Fig. 1: run 1, floorplan with the power grid
Drawn at 4 px/um. Pins as bars on the die edge. Tap cells in grey.
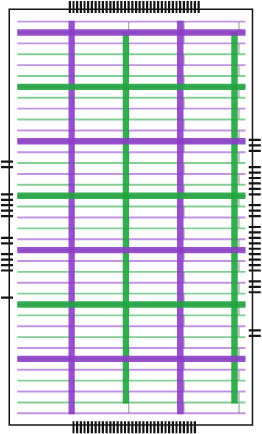
Fig. 2: run 1, wiring by layer
Drawn at 4 px/um.
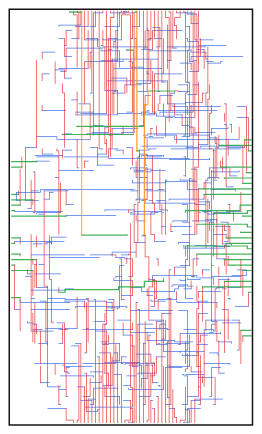
Fig. 3: run 1, signal wires on met2
Drawn at 4 px/um.
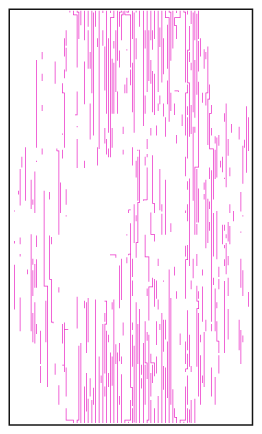
==> config.mk <==
export PLATFORM = sky130hd
export DESIGN_NAME = sprite_mem_bus_ctrl_flat
export DESIGN_NICKNAME = d
export VERILOG_FILES = /design/src/rtl/sprite_mem_pkg.sv /design/src/rtl/sprite_mem_bus_ctrl_if.sv /design/src/rtl/sprite_mem_arb.sv /design/src/rtl/sprite_mem_bus_ctrl.sv /design/src/flat_wrapper.sv
export SDC_FILE = /design/constraint.sdc
export NUM_CORES = 1
export LEC_CHECK = 0
export CAP_MARGIN = 25
export CORE_ASPECT_RATIO = 1.75
export CORE_MARGIN = 1.5
export CORE_UTILIZATION = 35
export CTS_CLUSTER_DIAMETER = 60
export CTS_CLUSTER_SIZE = 14
export DETAILED_ROUTE_END_ITERATION = 12
export HOLD_SLACK_MARGIN = 0.12
export PLACE_DENSITY = 0.76
export REMOVE_ABC_BUFFERS = 1
export SYNTH_ARGS = -nofsm -noshare
export SYNTH_HDL_FRONTEND = slang
export SYNTH_HIERARCHICAL = 1
export SYNTH_SLANG_ARGS = --single-unit
==> constraint.sdc <==
create_clock -name clock -period 1.9 [get_ports clock]
set_input_delay 0.285 -clock clock [delete_from_list [all_inputs] [get_ports clock]]
set_output_delay 0.285 -clock clock [all_outputs]
set_load 0.03 [all_outputs]
==> run summary, run 1 <==
Update from the flow run.

The antenna violation net count after detailed routing is 0. For the worst-skew pair, the clock arrives at the later sink with an insertion delay of 0.31 ns. The run finished with clean final reports.

The total of buffers placed on input and output ports is 109. The number of synthesized register bits is 48. The worst reg2reg path depth is 5. The largest net degree at the start of global routing is 49. The final critical delay including setup and external delays is 1.81 ns. Final hold analysis gives a worst-case slack of 0.510 ns. In this run the mean area of a mapped cell was 14.3 sq um.

The initial antenna violation count is 0. The family with the most delay on the worst path is simple AND/OR/NAND/NOR gates. Before any placement, the netlist area is recorded as 2020 sq um. The root cell of the clock tree is clkbuf_8. The sequential fraction of the synthesis area is 59.4%.

The leakage dissipation is 1.49 nW. The top achievable clock speed is 553 MHz. Per the detail_route report, DRC violations left total 0. Global routing consumed, on the met3 layer, 5.12% of the routing resources. The main area contributors are dfrtp_1, mux2_4, mux2_2.

The path class of the lowest-slack min-delay path is register to register. The OpenROAD report gives the critical path a data arrival time of 1.52 ns. The startpoint-to-endpoint class of the critical path is register to primary output. The element type at the critical path start is a register. The reg2reg setup slack is 0.10 ns. The final report lists a non-filler cell total of 343.

For the final routed database, the setup TNS stands at 0 ns. The total power density per cell area is 1660 nW/um^2. The number of maximum-capacitance constraint violations is 0. The final clock skew is 0.0103 ns. The cell with the largest stage delay on the worst path is dfrtp_1. Summed over all layers, the global routing overflow is 0. Together, buffers and inverters on the worst path number 2. The chip area from the yosys synthesis statistics is 2020 sq um. The worst relative slew slack is 59.2%. The cell depth of the worst setup path is 4. The count of pins on the block boundary is 110. The first global-routing pass estimated 7.82 mm of wire. After floorplanning, the core was sized to cover 5590 sq um. The number of global-route vias before repair is 1,578. In this design, the stage delay of the slowest critical-path cell is 0.42 ns. The OpenROAD warning count is 26. The post-layout net count is 326.

The final count of pins violating max slew is 0. The initial utilization of the core area, before any placement, comes to 36.2%. For this run, the share of the core covered by cells in the final layout is 61.6%. TritonCTS built the clock tree. The number of rows in the core area is 36. The initial detailed-routing violation count is 39. The routing usage on met1 is 17.8%.

The final antenna diode tally reported by the flow is 0. The library cells used most frequently in the layout, excluding fill and tap cells, are clkdlybuf4s50_1, dfrtp_1, mux2_4. The final worst-path cycle share is 95.2%. Per the detail_route report, vias per standard cell equal 4.46. Global routing used 17.3% of the available tracks. The most frequently placed logic cell in the final layout is clkdlybuf4s50_1. The number of levels in the clock H-tree is 2. TritonCTS created 5 clock buffers. The clock transition at the registers of the reported paths is 0.09 ns. The area growth from synthesis to layout is 70.1%.
Notes on Fig. 1 above:
Key: purple = VSS; green = VDD
37 met1 rails follow the rows. 76 tap cells.
maximum vdd ir drop: 0.000999 V
y dimension of the die: 104 um
Die X-Extent: 60.5 um

Notes on Fig. 2 above:
Key: red = metal 2 [wire length 2,950 um]; blue = metal 1 [wire length 1,700 um]; green = metal 3 [wire length 319 um]; orange = metal 4 [wire length 149 um]
total via count after detailed routing: 1,530
wire per inst: 14.9 um
total wirelength of the detailed-routed design: 5.12 mm

Notes on Fig. 3 above:
The layer holds 58% of the routed length. The longest straight run is 41.0 um. The layer carries 2,950 um of wire.
met2 layer usage reported by global route: 30.0%

[run 1: per-layer routing]
metal | part of all wire [%] | up-vias
met4 | 2.9 | 0
met1 | 33 | 735
li1 | - | 734
met5 | 0 | -
met3 | 6.2 | 9
met2 | 58 | 52
[run 1: worst register-to-register path: cells and delay by family (launching register included)]
kind                   cells  cell delay, ns
DFF                        1            0.42
and+or+nand+nor            3            0.73
buffers and inverters      1            0.18
muxes                      1            0.35
[run 1: cell families after synthesis]
| kind of cell | share of synthesized area (%) |
|---|---|
| and+or+nand+nor | 6.25 |
| xor gates and xnor gates | 0.433 |
| muxes | 27.1 |
| buffers and inverters | 3.16 |
| DFF | 59.4 |
| AOI/OAI and AO/OA | 3.65 |
[run 1: through the flow]
stage / area, sq um / setup WS (ns)
final: 3440 / 0.0911
after detailed placement: 3210 / 0.0884
after global placement: 3210 / 0.133
after floorplan: 1960 / -1.29
after global routing: 3440 / 0.00538
after CTS: 3350 / -0.0125
[run 1: final cells by class]
cell class                 count  area, sq um
timing repair buffer         127         1250
sequential                    48         1200
clock inverter                 3         42.5
clock buffer                   5         68.8
fill                         491         2150
multi-input combinational     83          777
inverter                       1         3.75
tap                           76         95.1
[run 1: repair_timing]
| item | 4_1_cts | 5_1_grt |
|---|---|---|
| hold buffers | 1 | 0 |
| pin swaps | 0 | 3 |
| setup buffers | 0 | 9 |
| gates cloned | 0 | 0 |
| endpoints found under the setup margin | 5 | 4 |
| endpoints found under the hold margin | 11 | 0 |
| resized | 9 | 4 |
[run 1: power by group]
group	switching (W)	internal, W	leakage, nW
clock network	0.000346	0.000390	0.0541
registers	0.000275	0.00151	0.582
logic	0.00164	0.00154	0.855
[run 1: synth_stat cells (all sizes together)]
library cell,count
a21oi,1
o31a,1
nor4b,1
o21ai,12
nand3b,1
nor3,1
nand2b,1
clkbuf,2
nor2b,1
nand2,13
mux2,32
and2,1
buf,7
inv,1
nor2,4
xnor2,1
dfrtp,48
and3b,1
mux2i,12
==> run 2, diff against run 1 <==
--- a/config.mk
+++ b/config.mk
@@ -15,6 +15,7 @@
 export HOLD_SLACK_MARGIN = 0.12
 export PLACE_DENSITY = 0.76
 export REMOVE_ABC_BUFFERS = 1
+export SLEW_MARGIN = 20
 export SYNTH_ARGS = -nofsm -noshare
 export SYNTH_HDL_FRONTEND = slang
 export SYNTH_HIERARCHICAL = 1
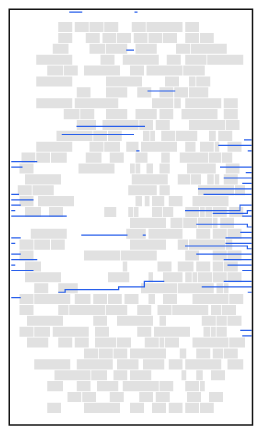
Fig. 4. The metal 3 layer (run 2).
Drawn at 4 px/um.
44 nets have wire on it. The wires run mostly horizontal. The layer carries 319 um of wire. The longest straight run is 17.7 um.
routing usage on met3: 5.12%

==> run summary, run 2 <==
Update from the flow run.

TritonCTS built the clock tree. The final report lists a non-filler cell total of 343. Data on the critical path arrives at its endpoint at 1.52 ns.

The pre-CTS setup check shows a worst slack of 0.0884 ns. After synthesis the netlist holds a flip-flop and latch count of 48. For this design, the slowest cell found on the critical path is dfrtp_1. The prevailing post-synth register cell is dfrtp_1.

The most common cell in the synthesized netlist is dfrtp_1. On the worst path, the slowest cell contributes a delay of 0.42 ns. In this run the tools logged warnings totalling 26.

The number of rows in the core area is 36. The run finished with clean final reports. The final clock skew is 0.0103 ns. On met1, the global router reports a usage of 17.8%.

The tool flagged a number of max-cap violations equal to 0. Measured along the y axis, the die boundary spans 104 um. Subtracting the final worst setup slack from the clock period gives 1.81 ns. The script extracted a total leakage power of 1.49 nW. The die width is 60.5 um.

After floorplanning, the core was sized to cover 5590 sq um. The number of cells on the worst reg-to-reg path is 5. The routed length per instance is 14.9 um. The final count of pins violating max slew is 0. The largest net degree at the start of global routing is 49. The script parses the final routing iteration and logs DRC violations as 0. The number of diodes is 0. The number of flops mapped to enable cells by yosys is 0. The total routing resource utilization after global routing is 17.3%.

The post-synthesis instance area is 2020 sq um. The portion of total power attributed to sequential cells is 31.4%. The count of nets left with antenna violations once routing finished came out at 0. The count of pins on the block boundary is 110. Hold is met by 0.510 ns. The family with the most delay on the worst path is simple AND/OR/NAND/NOR gates.

Per the detailed placement report, the placed cell area equals 3210 sq um. Across all register-to-register paths, the minimum setup slack is 0.10 ns. The cell sitting at the root of the clock tree is a clkbuf_8. The initial antenna violation count is 0. The worst pin sits at a relative slew slack of 59.2%. In the Yosys report, the sequential cells make up 59.4% of the chip area. Combinational logic burns 55.7% of the power.

The top achievable clock speed is 553 MHz. The cell depth of the worst setup path is 4. The via count is 1,530.

Per the cell usage report, the commonest logic cell in the layout is clkdlybuf4s50_1. In this run switching power makes up 39.6% of total power. The total power density per cell area is 1660 nW/um^2. STA classifies the critical path startpoint as a register.
run 2: cell type report:
type	count	area [sq um]
Fill cell	491	2150
Timing Repair Buffer	127	1250
Sequential cell	48	1200
Multi-Input combinational cell	83	777
Tap cell	76	95.1
Clock buffer	5	68.8
Clock inverter	3	42.5
Inverter	1	3.75
run 2: kinds of logic after synthesis:
family | Yosys count | share of synthesized area, %
xor+xnor | 1 | 0.433
compound gates | 14 | 3.65
mux | 44 | 27.1
simple gates | 24 | 6.25
flops | 48 | 59.4
buf+inv | 10 | 3.16
run 2: routing by layer:
layer	vias up	wire length (um)
met5	-	0
met4	0	148
met3	9	318
met2	52	2950
met1	735	1700
li1	734	-
run 2: what timing repair did:
action                                  in CTS  in global routing
hold buffers                                 1                  0
endpoints found under the setup margin       5                  4
resized                                      9                  4
pin swaps                                    0                  3
endpoints found under the hold margin       11                  0
setup buffers                                0                  9
run 2: worst register-to-register path: cells and delay by family, from the launching register on:
| kind | cells | cell delay [ns] |
|---|---|---|
| DFF | 1 | 0.42 |
| and+or+nand+nor | 3 | 0.73 |
| muxes | 1 | 0.35 |
| buffers and inverters | 1 | 0.18 |
run 2: through the flow:
| step | TNS, ns | util, % | total power, W |
|---|---|---|---|
| global placement | 0 | 57.5 | 0.00489 |
| finish | 0 | 61.6 | 0.00570 |
| detailed placement | 0 | 57.5 | 0.00494 |
| global route | 0 | 61.6 | 0.00599 |
| floorplan | -21.98 | - | 0.00353 |
| CTS | -0.0125 | 60.1 | 0.00570 |
run 2: power groups by stage:
stage	clock, W	sequential (W)	combinational (W)
CTS	0.000769	0.00179	0.00315
floorplan	0	0.00274	0.000786
finish	0.000736	0.00179	0.00318
global placement	0	0.00178	0.00311
detailed placement	0	0.00179	0.00315
global route	0.000821	0.00185	0.00332
Power and IR drop assume default switching activity.
